Fig. 1: run 1, power grid
Scale bar: 10 um. Pins as bars on the die edge. Tap cells in grey.
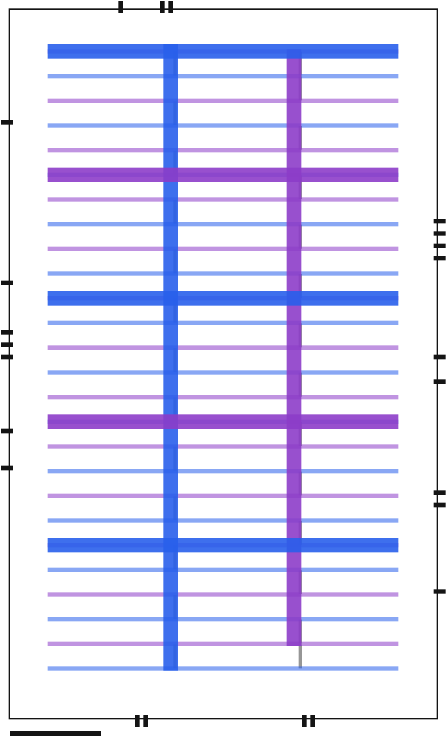
Fig. 2: run 1, cell classes on the final placement
Scale bar: 10 um.
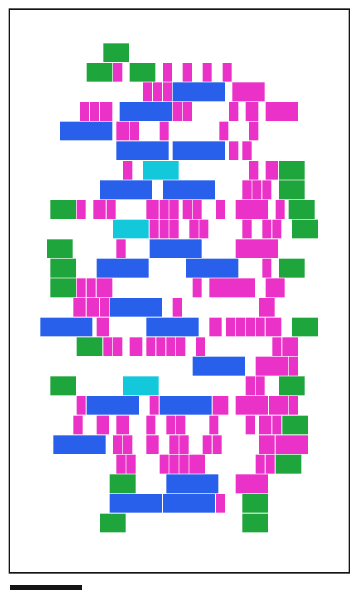
Fig. 3: run 1, clock wires, drivers and flops
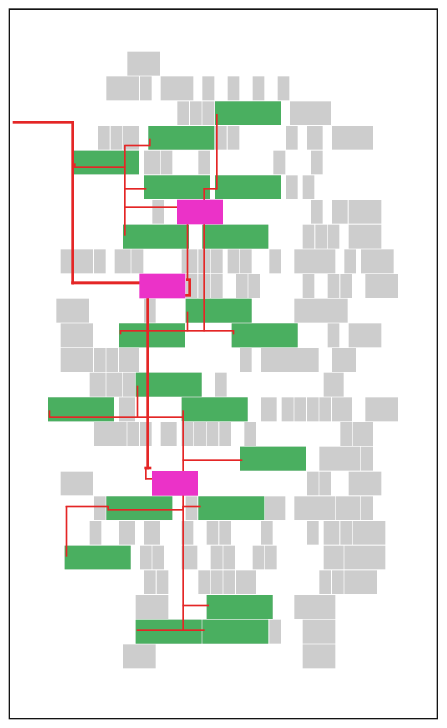
Fig. 4: run 1, routed metal, one colour a layer
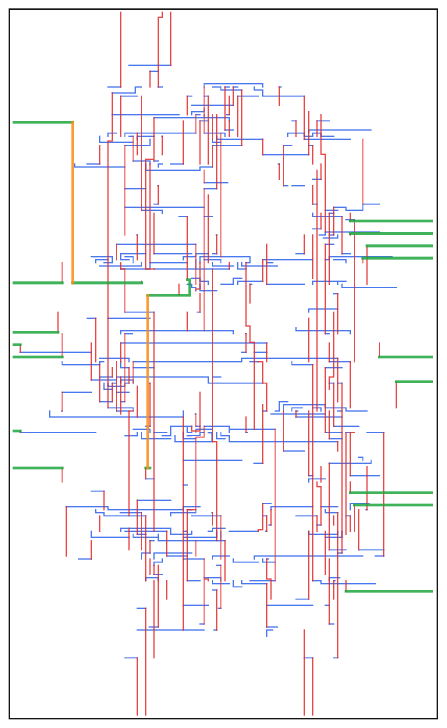
File: src/rtl/counter_pwm_if.sv
// Counter-sample / duty-handshake / PWM-output bundle for counter_pwm.
// The master drives the upstream count and duty requests; the slave is the PWM block.
interface counter_pwm_if #(
  parameter int DATA_WIDTH = 8
);
  logic                  en;
  logic [DATA_WIDTH-1:0] cnt;
  logic [DATA_WIDTH-1:0] duty;
  logic                  duty_valid;
  logic                  duty_ready;
  logic                  pwm_out;
  logic                  period_strobe;

  modport master (
    output en, cnt, duty, duty_valid,
    input  duty_ready, pwm_out, period_strobe
  );

  modport slave (
    input  en, cnt, duty, duty_valid,
    output duty_ready, pwm_out, period_strobe
  );
endinterface

File: src/rtl/counter_pwm.sv
// PWM from an external counter, with a double-buffered duty that swaps only at the period boundary.
// Latency: 1 clk from cnt to pwm_out. Backpressure: duty_ready stays low while a duty waits for the boundary.
module counter_pwm #(
  parameter int DATA_WIDTH = 8,
  parameter int COUNT_FROM = 0,
  parameter int COUNT_TO   = 10,
  parameter int POLARITY   = 1
) (
  input logic         clk,
  input logic         rst,
  counter_pwm_if.slave bus
);
  localparam logic [DATA_WIDTH:0] FROM_W = (DATA_WIDTH + 1)'(COUNT_FROM);
  localparam logic [DATA_WIDTH:0] TO_W   = (DATA_WIDTH + 1)'(COUNT_TO);
  localparam logic                POL    = (POLARITY != 0);

  typedef enum logic {EMPTY, PENDING} state_t;

  state_t                state;
  logic [DATA_WIDTH-1:0] pending_duty;
  logic [DATA_WIDTH-1:0] active_duty;
  logic                  ready;
  logic                  pwm;
  logic                  strobe;

  logic [DATA_WIDTH:0] cnt_w;
  logic [DATA_WIDTH:0] offset;
  logic                in_range;
  logic                raw;
  logic                boundary;

  assign cnt_w    = {1'b0, bus.cnt};
  assign offset   = cnt_w - FROM_W;
  assign in_range = (cnt_w >= FROM_W) && (cnt_w <= TO_W);
  // Out-of-range counts never drive the duty portion, even if offset happens to be small.
  assign raw      = in_range && (offset < {1'b0, active_duty});
  assign boundary = bus.en && (cnt_w == TO_W);

  always_ff @(posedge clk) begin
    if (rst) begin
      state        <= EMPTY;
      pending_duty <= '0;
      active_duty  <= '0;
      ready        <= 1'b0;
      pwm          <= ~POL;
      strobe       <= 1'b0;
    end else begin
      strobe <= boundary;
      if (bus.en) begin
        pwm <= raw ~^ POL;
      end
      case (state)
        EMPTY: begin
          if (bus.duty_valid && ready) begin
            pending_duty <= bus.duty;
            state        <= PENDING;
            ready        <= 1'b0;
          end else begin
            ready <= 1'b1;
          end
        end
        PENDING: begin
          if (boundary) begin
            active_duty <= pending_duty;
            state       <= EMPTY;
            ready       <= 1'b1;
          end
        end
        default: begin
          state <= EMPTY;
          ready <= 1'b0;
        end
      endcase
    end
  end

  assign bus.duty_ready    = ready;
  assign bus.pwm_out       = pwm;
  assign bus.period_strobe = strobe;
endmodule
File: src/flat_wrapper.sv
// flat-port wrapper written by rule: the top's interface ports become plain ports
module counter_pwm_flat 
#(
  parameter int DATA_WIDTH = 8,
  parameter int COUNT_FROM = 0,
  parameter int COUNT_TO   = 10,
  parameter int POLARITY   = 1
)
  (clk, rst, bus_en, bus_cnt, bus_duty, bus_duty_valid, bus_duty_ready, bus_pwm_out, bus_period_strobe);
  counter_pwm_if #(.DATA_WIDTH(DATA_WIDTH)) bus_i ();
  input logic clk;
  input logic rst;
  input wire logic [$bits(bus_i.en)-1:0] bus_en;
  input wire logic [$bits(bus_i.cnt)-1:0] bus_cnt;
  input wire logic [$bits(bus_i.duty)-1:0] bus_duty;
  input wire logic [$bits(bus_i.duty_valid)-1:0] bus_duty_valid;
  output wire logic [$bits(bus_i.duty_ready)-1:0] bus_duty_ready;
  output wire logic [$bits(bus_i.pwm_out)-1:0] bus_pwm_out;
  output wire logic [$bits(bus_i.period_strobe)-1:0] bus_period_strobe;
  assign bus_i.en = bus_en;
  assign bus_i.cnt = bus_cnt;
  assign bus_i.duty = bus_duty;
  assign bus_i.duty_valid = bus_duty_valid;
  assign bus_duty_ready = bus_i.duty_ready;
  assign bus_pwm_out = bus_i.pwm_out;
  assign bus_period_strobe = bus_i.period_strobe;
  counter_pwm #(.DATA_WIDTH(DATA_WIDTH), .COUNT_FROM(COUNT_FROM), .COUNT_TO(COUNT_TO), .POLARITY(POLARITY)) u_core (.clk(clk), .rst(rst), .bus(bus_i));
endmodule
File: config.mk
export PLATFORM = sky130hd
export DESIGN_NAME = counter_pwm_flat
export DESIGN_NICKNAME = d
export VERILOG_FILES = /design/src/rtl/counter_pwm_if.sv /design/src/rtl/counter_pwm.sv /design/src/flat_wrapper.sv
export SDC_FILE = /design/constraint.sdc
export NUM_CORES = 1
export LEC_CHECK = 0
export ABC_AREA = 1
export ABC_CLOCK_PERIOD_IN_PS = 2800
export CAP_MARGIN = 10
export CORE_AREA = 4 4 43 74
export DETAILED_ROUTE_END_ITERATION = 7
export DIE_AREA = 0 0 47 78
export SETUP_SLACK_MARGIN = 0.1
export SYNTH_ARGS = -nofsm -noshare
export SYNTH_HDL_FRONTEND = slang
export SYNTH_SLANG_ARGS = --single-unit
export TNS_END_PERCENT = 1
File: constraint.sdc
create_clock -name clk -period 2.8 [get_ports clk]
set_input_delay 0.84 -clock clk [delete_from_list [all_inputs] [get_ports clk]]
set_output_delay 0.84 -clock clk [all_outputs]
set_load 0.005 [all_outputs]
==> flow_metrics.py, run 1 <==
# Metrics from the implementation run
metrics = {
    "status": {
        "run_status": "finished, final reports clean",
    },
    "sta": {
        "number_of_hold_violations_in_the_final_report": 0,
        "worst_hold_slack_ns": 0.477,
        "final.setup_skew_ns": 0.00122,
        "fmax_mhz": 507,
        "final_max_slew_viol_count": 0,
        "finalSetupViolations": 0,
        "relative_slew_slack_pct": 78.1,
    },
    "setup_path": {
        "rr_startpoint": "u_core.active_duty[5]",
        "worst_setup_path_startpoint": "bus_cnt[5]",
        "end_kind": "flip-flop",
        "worst_ep_arrival_time_ns": 2.16,
        "timing.critical_path.buf_inv": 2,
        "crit_path_max_fanout": 2,
    },
    "yosys": {
        "yosys-stat-area_um2": 997,
        "syn-instance-count": 141,
        "area_leaders": "sky130_fd_sc_hd__dfxtp_1 40%, sky130_fd_sc_hd__nor2_1 14%, sky130_fd_sc_hd__nand2_1 12%",
        "simple_gate_share_pct": 34.3,
        "syn-num-nets": 168,
        "synth_warnings": 0,
        "ys_sh_mux_pct": 0,
        "number_of_enable_flip_flop_cells": 0,
        "synth.distinct_cells": 17,
        "post_synth_fa_ha_maj_area_fraction_pct": 8.78,
        "synth-seq-cells": 20,
        "synth.cells.most_frequent": "36 x sky130_fd_sc_hd__nor2_1, 33 x sky130_fd_sc_hd__nand2_1, 20 x sky130_fd_sc_hd__dfxtp_1",
        "post-synth-top-area-cell": "sky130_fd_sc_hd__dfxtp_1",
        "syn_area_um2": 997,
        "synth-main-ff-cell": "sky130_fd_sc_hd__dfxtp_1",
        "aoi_share_pct": 8.53,
    },
    "clock_network": {
        "cts_tree": "done",
        "tritoncts_buffers": 3,
        "clock_sinks": 20,
        "cts_setup_buffers": 0,
        "cts_buffer_depth": 2,
        "htree_levels": 1,
    },
    "grt": {
        "grt_first_pass_wirelength_um": 3330,
        "globalRouteTotalUtil_pct": 12.1,
        "met3_usage_pct": 1.39,
        "first_global_vias": 874,
    },
    "pwr": {
        "power.combinational.total_mw": 0.0780,
        "p_sw_share_pct": 22.7,
        "power_frac_comb_pct": 13.9,
        "power_density_mw_per_mm2": 441,
        "power.internal_mw": 0.434,
        "power.sequential.fraction_pct": 54.3,
        "p_total_mw": 0.562,
        "switching_power_of_the_nets_mw": 0.128,
        "power.group.top": "sequential cells",
        "pg_seq_mw": 0.305,
    },
    "placement": {
        "place.gp.congestion": 0.731,
        "hpwl_um": 1520,
        "preCtsSetupSlack_ns": 0.548,
    },
    "routing": {
        "drc": 0,
        "wl_um": 1890,
        "drtAntennaViolNets": 0,
    },
    "floorplanning": {
        "die_area_mm2": 0.00367,
        "tap_cells": 27,
    },
    "finish": {
        "lay_top_cells": "36 x sky130_fd_sc_hd__nor2_1, 33 x sky130_fd_sc_hd__nand2_1, 22 x sky130_fd_sc_hd__clkdlybuf4s50_1",
        "final_std_cell_area_no_fill_mm2": 0.00127,
        "drive_above_1_share_pct": 9.76,
        "data_path_buffer_share_of_cell_area_in_the_final_layout_pct": 17.3,
        "ant_diodes": 0,
        "fillerInstances": 298,
        "final_net_count": 193,
        "area.combinational_um2": 514,
        "sequential_cell_total": 20,
        "sh_seq_area_pct": 31.4,
    },
    "min_path": {
        "worstHoldStart": "u_core.bus.pwm_out",
    },
}
Notes on Fig. 1 above:
legend:
  VSS:
    colour: blue
  VDD:
    colour: purple
met1 rails: 26
rows: 25
worst vdd ir: 0.000307 V
overall die width: 47 um

Notes on Fig. 2 above:
legend:
  clock-net drivers:
    colour: cyan
    cells: 3
    share_of_their_area: 3.3%
  registers:
    colour: blue
    cells: 20
    share_of_their_area: 32%
  remaining buffers and delay cells:
    colour: green
    cells: 22
    share_of_their_area: 18%
  remaining logic cells:
    colour: magenta
    cells: 119
    share_of_their_area: 47%

Notes on Fig. 3 above:
legend:
  clock-net drivers:
    colour: magenta
    count: 3
  clock wires:
    colour: red
    length: 221 um
  flip-flops:
    colour: green
    count: 20
routed clock nets: 4
clock latency reported for the late side of the worst-skew pair: 0.25 ns
power attributed to the clock group: 0.179 mW

Notes on Fig. 4 above:
legend:
  M2:
    colour: red
    wire_length: 973 um
  M3:
    colour: green
    wire_length: 112 um
  M1:
    colour: blue
    wire_length: 772 um
  M4:
    colour: orange
    wire_length: 36.7 um

Fig. 5: run 1, routing congestion map
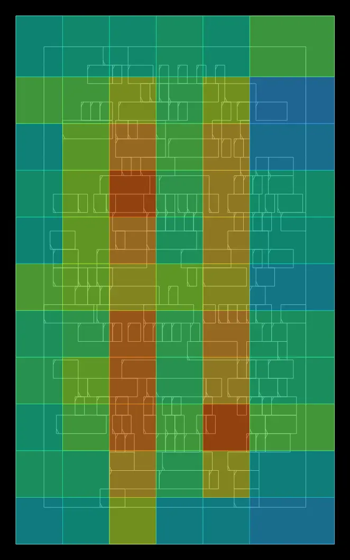

==> inputs of run 2 (changes only) <==
ABC_CLOCK_PERIOD_IN_PS = 1630   (was 2800)
PLACE_DENSITY = 0.66   (was not set)
clock period = 1.63 ns   (was 2.8 ns; I/O delays follow)
Fig. 6: run 2, routing congestion map
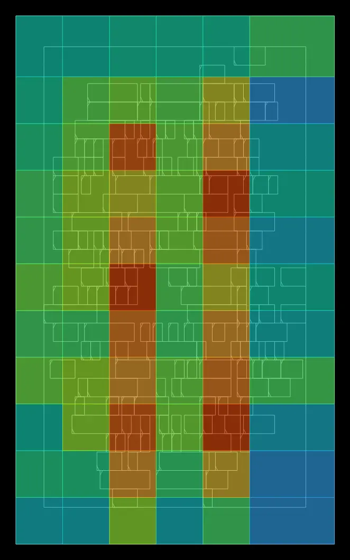
met2 track utilization from global routing: 22.1%
met3 GRT Util: 2.55%
gr usage total: 13.3%
met1 usage in global routing: 13.9%
most crowded layer after global routing: met2

==> run 2 against run 1 <==
Net effect:
- total power increased by 84%
- register-to-register slack got worse by 1.1 ns
- cell count increased by 4.2%
- critical endpoint is now bus_pwm_out
==> flow_metrics.py, run 2 <==
# Metrics from the implementation run
metrics = {
    "floorplanning": {
        "tap_cells": 27,
        "die_w_um": 47,
    },
    "yosys": {
        "synth-seq-cells": 20,
        "synth.cells.most_frequent": "36 x sky130_fd_sc_hd__nor2_1, 33 x sky130_fd_sc_hd__nand2_1, 20 x sky130_fd_sc_hd__dfxtp_1",
        "syn-num-nets": 168,
        "syn_area_um2": 997,
        "post_synth_xor_area_fraction_pct": 0,
        "syn-instance-count": 141,
        "synth.distinct_cells": 17,
        "yosys-stat-area_um2": 997,
        "synth_warnings": 0,
        "aoi_share_pct": 8.53,
        "synth-main-ff-cell": "sky130_fd_sc_hd__dfxtp_1",
        "number_of_enable_flip_flop_cells": 0,
        "post-synth-top-area-cell": "sky130_fd_sc_hd__dfxtp_1",
        "ys_sh_mux_pct": 0,
    },
    "setup_path": {
        "worst_ep_arrival_time_ns": 1.08,
        "crit_path_max_fanout": 2,
        "worst_setup_path_startpoint": "u_core.bus.pwm_out",
        "crit_path_top_delay_cell": "sky130_fd_sc_hd__clkdlybuf4s50_1",
        "rr_startpoint": "u_core.active_duty[7]",
        "end_kind": "output pin",
        "timing.critical_path.buf_inv": 1,
    },
    "pwr": {
        "power_frac_comb_pct": 13.8,
        "irDropWorstVdd_v": 0.000605,
        "power.internal_mw": 0.800,
        "power.combinational.total_mw": 0.142,
        "power.sequential.fraction_pct": 50.9,
        "power.group.top": "sequential cells",
        "switching_power_of_the_nets_mw": 0.233,
        "pg_seq_mw": 0.526,
        "p_total_mw": 1.03,
    },
    "sta": {
        "final.setup_skew_ns": 0.00163,
        "number_of_hold_violations_in_the_final_report": 0,
        "finalSetupViolations": 0,
        "fmax_mhz": 639,
        "worst_hold_slack_ns": 0.464,
        "unrepaired_setup_endpoints_after_global_routing": "true",
    },
    "clock_network": {
        "htree_levels": 1,
        "tritoncts_buffers": 3,
        "clock_sinks": 20,
        "cts_setup_buffers": 2,
    },
    "grt": {
        "first_global_vias": 921,
        "grt_first_pass_wirelength_um": 3580,
    },
    "finish": {
        "final-instance-count-excl-fill": 199,
        "fillerInstances": 270,
        "drive_above_1_share_pct": 18.0,
        "final_net_count": 200,
        "ant_diodes": 0,
        "lay_top_cells": "34 x sky130_fd_sc_hd__nor2_1, 29 x sky130_fd_sc_hd__nand2_1, 19 x sky130_fd_sc_hd__dfxtp_1",
        "final_std_cell_area_no_fill_mm2": 0.00137,
        "sequential_cell_total": 20,
        "area.combinational_um2": 547,
        "data_path_buffer_share_of_cell_area_in_the_final_layout_pct": 19.6,
        "sh_seq_area_pct": 29.3,
    },
    "placement": {
        "dp.cells": 192,
        "preCtsSetupSlack_ns": -0.239,
        "hpwl_um": 1540,
        "place.gp.congestion": 0.732,
    },
    "routing": {
        "drtAntennaViolNets": 0,
        "drc": 0,
    },
    "status": {
        "run_status": "finished, final reports clean",
    },
    "min_path": {
        "worstHoldStart": "u_core.bus.pwm_out",
    },
}
Fig. 7: run 2, routed metal, one colour a layer
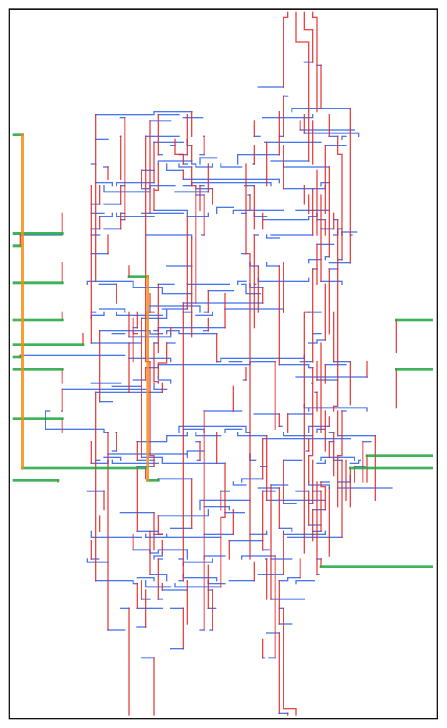
legend:
  M4:
    colour: orange
    wire_length: 59.2 um
  M1:
    colour: blue
    wire_length: 786 um
  M2:
    colour: red
    wire_length: 1070 um
  M3:
    colour: green
    wire_length: 94.1 um
overall routed net length: 2010 um
drt wl/cell: 10.1 um
number of vias in the routed layout: 930

Fig. 8: run 2, cell classes on the final placement
Scale bar: 10 um.
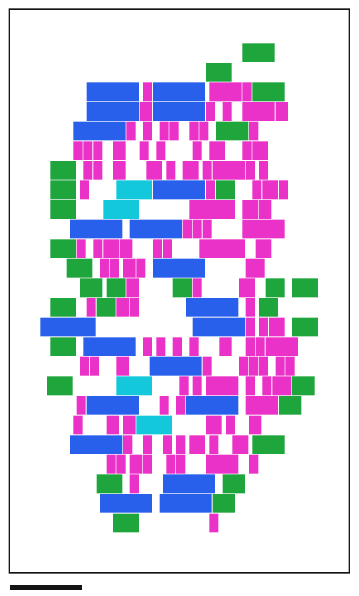

==> inputs of run 3 (changes only) <==
ABC_AREA = not set   (was 1)
CORE_AREA = 4 4 52 54   (was 4 4 43 74)
DIE_AREA = 0 0 56 58   (was 0 0 47 78)
PLACE_DENSITY = 0.71   (was 0.66)
REMOVE_ABC_BUFFERS = 1   (was not set)
Fig. 9: run 3, cell classes on the final placement
Scale bar: 20 um.
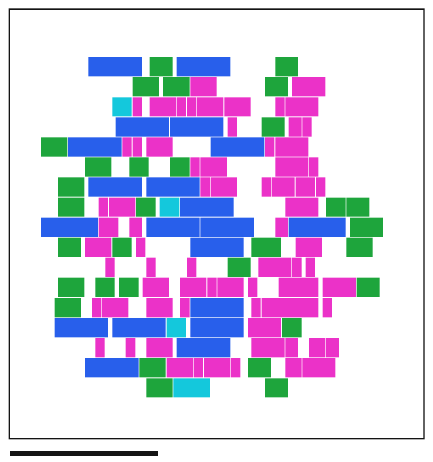
legend:
  remaining logic cells:
    colour: magenta
    cells: 71
    share_of_their_area: 42%
  registers:
    colour: blue
    cells: 20
    share_of_their_area: 32%
  remaining buffers and delay cells:
    colour: green
    cells: 31
    share_of_their_area: 23%
  clock drivers and dummy loads:
    colour: cyan
    cells: 4
    share_of_their_area: 2.9%

==> run 3 against run 2 <==
Net effect:
- utilization increased by 5.5 points
- clock skew increased by 0.0025 ns
- worst setup slack better by 0.076 ns
- largest cell class unchanged
- clock power is 22% lower
- combinational power down 6%
- global-route usage decreased by 1.2 points
- die area decreased by 11%
- sequential share of layout area up 2.3 points
- via count down 21%
- synthesized cell count decreased by 33%
- critical path depth rose by 4
- maximum frequency grew 5.1%
==> flow_metrics.py, run 3 <==
# Metrics from the implementation run
metrics = {
    "status": {
        "run_status": "finished, final reports clean",
    },
    "routing": {
        "wl_per_cell_um": 11.5,
        "drtAntennaViolNets": 0,
        "drt-vias-per-instance": 4.75,
        "met2WireLength_um": 823,
        "wl_um": 1780,
        "drc": 0,
    },
    "finish": {
        "area.combinational_um2": 489,
        "sh_seq_area_pct": 31.6,
        "lay_top_cells": "21 x sky130_fd_sc_hd__nor2_1, 18 x sky130_fd_sc_hd__dfxtp_1, 16 x sky130_fd_sc_hd__mux2i_1",
        "fillerInstances": 200,
        "drive_above_1_share_pct": 16.7,
        "final_std_cell_area_no_fill_mm2": 0.00127,
        "area.sequential_um2": 403,
        "final-instance-count-excl-fill": 154,
        "ant_diodes": 0,
        "sequential_cell_total": 20,
        "final_net_count": 154,
    },
    "yosys": {
        "aoi_share_pct": 7.69,
        "synth-main-ff-cell": "sky130_fd_sc_hd__dfxtp_1",
        "yosys-stat-area_um2": 927,
        "ys_cells": 94,
        "syn-instance-count": 94,
        "number_of_enable_flip_flop_cells": 0,
        "simple_gate_share_pct": 17.8,
        "syn_area_um2": 927,
        "synth.distinct_cells": 23,
        "synth_warnings": 0,
        "area_leaders": "sky130_fd_sc_hd__dfxtp_1 43%, sky130_fd_sc_hd__mux2i_1 17%, sky130_fd_sc_hd__ha_1 9.4%",
        "synth.cells.most_frequent": "21 x sky130_fd_sc_hd__nor2_1, 20 x sky130_fd_sc_hd__dfxtp_1, 16 x sky130_fd_sc_hd__mux2i_1",
        "ys_sh_mux_pct": 17.3,
        "post-synth-top-area-cell": "sky130_fd_sc_hd__dfxtp_1",
        "synth-seq-cells": 20,
        "post_synth_xor_area_fraction_pct": 0,
        "synth.yosys.seq_area_share_pct": 43.2,
        "post_synth_fa_ha_maj_area_fraction_pct": 9.45,
    },
    "pwr": {
        "p_sw_share_pct": 22.6,
        "power_frac_comb_pct": 14.4,
        "power.sequential.fraction_pct": 55.2,
        "power.clock.total_mw": 0.283,
        "power.internal_mw": 0.719,
        "p_total_mw": 0.929,
        "pg_seq_mw": 0.513,
        "switching_power_of_the_nets_mw": 0.210,
        "power_density_mw_per_mm2": 729,
    },
    "grt": {
        "grt-busiest-layer": "met2",
        "met1_usage_pct": 14.5,
        "first_global_vias": 695,
        "met3_usage_pct": 3.34,
        "residual_overflow_from_global_routing": 0,
        "use_met2_pct": 19.9,
        "grt_first_pass_wirelength_um": 3060,
        "globalRouteTotalUtil_pct": 12.1,
    },
    "placement": {
        "place.gp.congestion": 0.695,
        "dp.cells": 148,
        "preCtsSetupSlack_ns": -0.378,
        "numPortBuffers": 22,
    },
    "setup_path": {
        "worst_ep_arrival_time_ns": 1.74,
        "crit_path_max_fanout": 3,
        "crit_path_top_delay_cell": "sky130_fd_sc_hd__nor4_4",
        "timing.critical_path.buf_inv": 1,
        "rr_startpoint": "u_core.active_duty[1]",
        "worst_setup_path_startpoint": "bus_cnt[5]",
        "end_kind": "flip-flop",
    },
    "floorplanning": {
        "floorplan.initialDensity_pct": 41.9,
        "tap_cells": 28,
        "die_w_um": 56,
        "die_area_mm2": 0.00325,
    },
    "clock_network": {
        "tritoncts_buffers": 3,
        "insertion_delay_ns": 0.30,
        "cts_buffer_depth": 2,
        "htree_levels": 1,
    },
    "sta": {
        "relative_slew_slack_pct": 81.9,
        "worst_hold_slack_ns": 0.463,
        "finalSetupViolations": 0,
        "final.setup_skew_ns": 0.00416,
        "fmax_mhz": 671,
        "number_of_hold_violations_in_the_final_report": 0,
        "unrepaired_setup_endpoints_after_global_routing": "true",
    },
}
Fig. 10: run 3, power grid
Scale bar: 20 um. Pins as bars on the die edge. Tap cells in grey.
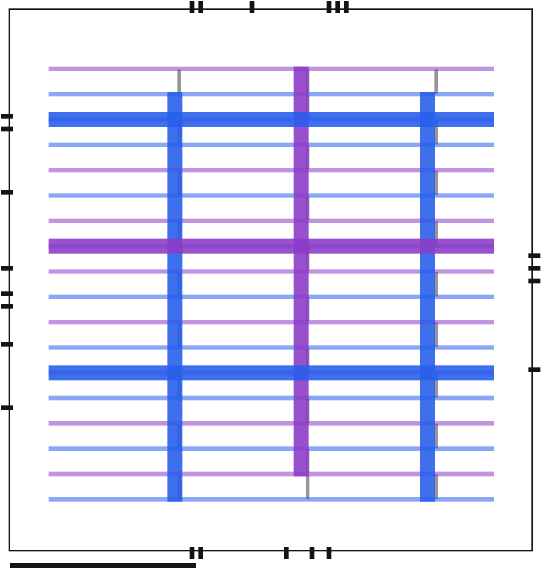
legend:
  VSS:
    colour: blue
  VDD:
    colour: purple
met1 rails: 18
tap cells: 28
rows: 17
met4 straps: 3

Power is estimated from default activity; no workload was simulated.
